## config.mk

```make
export PLATFORM = sky130hd
export DESIGN_NAME = axis_frame_arbiter
export DESIGN_NICKNAME = d
export VERILOG_FILES = /design/src/rtl/axis_frame_arbiter.sv
export SDC_FILE = /design/constraint.sdc
export NUM_CORES = 1
export LEC_CHECK = 0
export CAP_MARGIN = 20
export CORE_MARGIN = 2
export CORE_UTILIZATION = 30
export DETAILED_ROUTE_END_ITERATION = 7
export GPL_TIMING_DRIVEN = 0
export PLACE_DENSITY = 0.83
export SLEW_MARGIN = 20
export SYNTH_ARGS = -nofsm -noshare
export SYNTH_HDL_FRONTEND = slang
export SYNTH_SLANG_ARGS = --single-unit
```

## constraint.sdc

```tcl
create_clock -name clk -period 2.59 [get_ports clk]
set_input_delay 0.777 -clock clk [delete_from_list [all_inputs] [get_ports clk]]
set_output_delay 0.777 -clock clk [all_outputs]
set_load 0.02 [all_outputs]
```

## src/rtl/axis_frame_arbiter.sv

```systemverilog
// Round-robin frame arbiter: grants whole AXI4-Stream video frames from
// NUM_INPUTS sources to one shared engine, draining out-of-frame beats.
module axis_frame_arbiter #(
    parameter int C_AXIS_TDATA_WIDTH = 24,
    parameter int NUM_INPUTS         = 4,
    parameter int IMG_HEIGHT         = 10
) (
    input  logic                                     clk,
    input  logic                                     resetn,
    input  logic                                     enable,
    input  logic [NUM_INPUTS-1:0]                    s_axis_tvalid,
    output logic [NUM_INPUTS-1:0]                    s_axis_tready,
    input  logic [NUM_INPUTS*C_AXIS_TDATA_WIDTH-1:0] s_axis_tdata,
    input  logic [NUM_INPUTS-1:0]                    s_axis_tlast,
    input  logic [NUM_INPUTS-1:0]                    s_axis_tuser,
    output logic                                     m00_axis_tvalid,
    input  logic                                     m00_axis_tready,
    output logic [C_AXIS_TDATA_WIDTH-1:0]            m00_axis_tdata,
    output logic                                     m00_axis_tlast,
    output logic                                     m00_axis_tuser,
    output logic [$clog2(NUM_INPUTS)-1:0]            grant_id,
    output logic                                     busy,
    output logic                                     frame_done,
    output logic                                     sync_error
);

    localparam int W  = C_AXIS_TDATA_WIDTH;
    localparam int GW = $clog2(NUM_INPUTS);
    localparam int LW = $clog2(IMG_HEIGHT) + 1;
    localparam logic [LW-1:0] LAST_LINE = LW'(IMG_HEIGHT - 1);
    localparam logic [GW-1:0] LAST_IN   = GW'(NUM_INPUTS - 1);

    typedef enum logic {IDLE, STREAM} state_t;

    state_t          state, state_nx;
    logic [GW-1:0]   rr_ptr, rr_nx, grant_nx, pick;
    logic [LW-1:0]   line_cnt, line_nx;
    logic            first, first_nx;
    logic            found, xfer, done_nx, err_nx;
    logic [NUM_INPUTS-1:0] req, drain;

    assign busy  = (state == STREAM);
    assign req   = s_axis_tvalid & s_axis_tuser;
    assign drain = (state == IDLE && resetn) ?
                   (s_axis_tvalid & ~s_axis_tuser) : '0;

    // first requester at or after rr_ptr, wrapping
    always_comb begin
        int idx;
        found = 1'b0;
        pick  = '0;
        idx   = 0;
        for (int k = 0; k < NUM_INPUTS; k++) begin
            idx = (int'(rr_ptr) + k) % NUM_INPUTS;
            if (!found && req[GW'(idx)]) begin
                found = 1'b1;
                pick  = GW'(idx);
            end
        end
    end

    always_comb begin
        m00_axis_tvalid = 1'b0;
        m00_axis_tdata  = '0;
        m00_axis_tlast  = 1'b0;
        m00_axis_tuser  = 1'b0;
        s_axis_tready   = drain;
        if (busy) begin
            m00_axis_tvalid = s_axis_tvalid[grant_id];
            m00_axis_tdata  = s_axis_tdata[int'(grant_id)*W +: W];
            m00_axis_tlast  = s_axis_tlast[grant_id];
            m00_axis_tuser  = s_axis_tuser[grant_id];
            s_axis_tready[grant_id] = m00_axis_tready;
        end
    end

    assign xfer = m00_axis_tvalid & m00_axis_tready;

    always_comb begin
        state_nx = state;
        rr_nx    = rr_ptr;
        grant_nx = grant_id;
        line_nx  = line_cnt;
        first_nx = first;
        done_nx  = 1'b0;
        err_nx   = 1'b0;
        unique case (state)
            IDLE: begin
                err_nx = |drain;
                if (enable && found) begin
                    state_nx = STREAM;
                    grant_nx = pick;
                    line_nx  = '0;
                    first_nx = 1'b1;
                end
            end
            STREAM: begin
                if (xfer) begin
                    first_nx = 1'b0;
                    // stray SOF restarts the frame under the same grant
                    if (m00_axis_tuser && !first) begin
                        err_nx  = 1'b1;
                        line_nx = m00_axis_tlast ? LW'(1) : '0;
                    end else if (m00_axis_tlast) begin
                        if (line_cnt == LAST_LINE) begin
                            done_nx  = 1'b1;
                            state_nx = IDLE;
                            line_nx  = '0;
                            rr_nx    = (grant_id == LAST_IN) ?
                                       '0 : grant_id + 1'b1;
                        end else begin
                            line_nx = line_cnt + 1'b1;
                        end
                    end
                end
            end
            default: ;
        endcase
    end

    always_ff @(posedge clk or negedge resetn) begin
        if (!resetn) begin
            state      <= IDLE;
            rr_ptr     <= '0;
            grant_id   <= '0;
            line_cnt   <= '0;
            first      <= 1'b0;
            frame_done <= 1'b0;
            sync_error <= 1'b0;
        end else begin
            state      <= state_nx;
            rr_ptr     <= rr_nx;
            grant_id   <= grant_nx;
            line_cnt   <= line_nx;
            first      <= first_nx;
            frame_done <= done_nx;
            sync_error <= err_nx;
        end
    end

endmodule

```

met2.png
Bar = 20 µm.
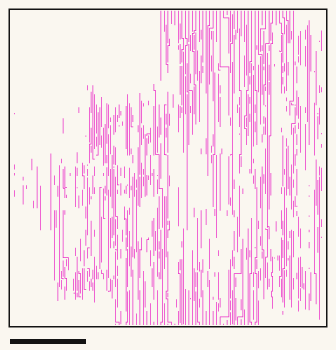
share of all routed wire: 55%
nets with wire on the layer: 411

pdn.png
Bar = 20 µm. Pins as bars on the die edge.
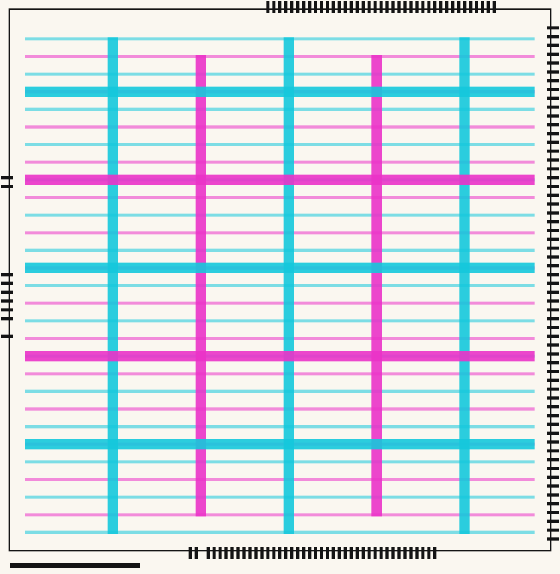
| color | net |
|---|---|
| cyan | VSS |
| magenta | VDD |
met1 rails: 29
met4 straps: 5

==> flow_summary.ini <==
; physical design summary
[grt]
grt_antenna_before_repair = 1
grtUsageMet2 = 0.408
grt_pass1_wl_um = 11900

[yosys]
synthTopCellsByCount = 27 x and2_1, 25 x mux4_2, 13 x dfrtp_1, 9 x nand2_1, 8 x a22o_1
yosys-stat-cells = 170
flop_cell = dfrtp_1
synth.net_count = 288
most_common_cell = and2_1
synth-simple-area-share = 0.188
synth.largest_area_cell = mux4_2
syn_inst = 170
async_flop_share = 1.00
synth.mux.area_fraction = 0.378
top_logic_kind = multiplexers
synth_seq_share = 0.172
topCellsByArea = mux4_2 30%, dfrtp_1 17%, and2_1 8.9%, ha_1 4.0%, a22o_1 3.7%
ys_chip_area_um2 = 1890

[routing]
drt-total-wl_um = 7450
wire_per_inst_um = 18.2
drc = 0
drt_iter0_drc = 79
viasPerCell = 5.40

[finish]
nNetsFinal = 452
instances_no_fill = 409
final_layout_size_suffix_gt1_frac = 0.384

[critical_path]
r2r_setup_slack_ns = 0.52
path_buffers = 2
cpPeakStageDelay_ns = 0.46
path_depth = 4
rr_startpoint = grant_id[0]

[sta]
min_period_ns = 2.56
setup_tns_ns = 0
worst_slew_pin_slew_ns = 0.376
final-setup-viol-count = 0
rsz0062_at_grt = false
final_max_slew_viol_count = 0

[cts]
worst_skew_pair.late_latency_ns = 0.25
cts_buffer_depth = 2
root_buffer = clkbuf_8
cts_tree = built

[worst_hold_path]
min_path_type = in2async

[pwr]
peakVddDrop_v = 0.000261

[placed_design]
dp_cells = 392
io_buffers = 147
gp_congestion = 0.837

[floorplan]
fp.coreArea_um2 = 5990
chipArea_um2 = 6940
std_cell_rows = 28

[status]
status = finished, final reports clean
==> metrics by stage <==
stage / area, µm² / power [µW]
3_5_place_dp: 3460 / 1060
6_report: 3620 / 1310
2_1_floorplan: 1890 / 691
4_1_cts: 3630 / 1310
5_1_grt: 3620 / 1380
3_3_place_gp: 3460 / 1040
==> state kept, by name, indices dropped and copies added (netlist names) <==
signal      count
busy            1
first           1
frame_done      1
grant_id        2
line_cnt        5
rr_ptr          2
sync_error      1
==> layout make-up <==
cell class / instances / share of cell area
repair buffers: 161 / 0.404
flip-flops and latches: 13 / 0.0907
well taps: 75 / 0.0260
multi-input cells: 141 / 0.438
clock buffers: 4 / 0.0125
plain buffers: 8 / 0.0215
diodes: 1 / 0.000692
inverters: 6 / 0.00623
==> power by group <==
part	total (µW)	internal, µW	leakage (µW)	switching [µW]
sequential	270	232	0.000163	38.0
combinational	850	504	0.00151	346
clock	187	109	0.0000228	78.1
total	1310	845	0.00170	462
==> metal layers <==
metal  part of all wire  vias to the layer above  wire length [µm]
met5                  0                        -                 0
met4             0.0099                        0                74
met3              0.065                        7               487
met2               0.55                      112              4120
met1               0.37                     1075              2770
li1                   -                     1013                 -
==> layout by cell type, fill, tap and decap left out, types with 2 or more instances in the layout <==
cell             instances
buf_2                    6
nor2b_1                  5
buf_12                   2
nor2b_2                  2
clkdlybuf4s50_1          6
a22o_1                   8
ha_1                     6
buf_4                   15
mux2_1                   2
inv_1                    6
a32o_1                   5
buf_6                   26
mux4_2                  25
clkbuf_2                 5
o21ai_0                  6
and2_1                   2
nor2_1                   4
mux2i_4                  4
nand2_1                  9
dlygate4sd2_1          106
dfrtp_2                  2
dfrtp_1                 11
a21o_1                   2
and2_4                  25
a21oi_1                  3
mux2_4                   4
and3_1                   3
clkbuf_8                 3
nand2b_1                 2
==> worst min path at each step <==
| stage | end | slack (ns) | cells past startpoint |
|---|---|---|---|
| after floorplan | first | 0.45 | 2 |
| after global placement | first | 0.47 | 2 |
| after detailed placement | first | 0.47 | 2 |
| after CTS | line_cnt[1] | 0.43 | 1 |
| after global routing | frame_done | 0.44 | 1 |
| final | line_cnt[2] | 0.42 | 1 |
==> logic make-up after synthesis <==
kind of cell	Yosys count
and+or+nand+nor	60
AOI/OAI and AO/OA	39
muxes	36
buffers and inverters	16
DFF	13
adders and majority gates	6
==> timing repair <==
item | 4_1_cts | 5_1_grt
hold buffers | 0 | 0
gates cloned | 1 | 0
buffers inserted | 10 | 3
pin swaps | 1 | 0
gates resized | 339 | 7
endpoints found under the setup margin | 31 | 23
Power is estimated from default activity; no workload was simulated.
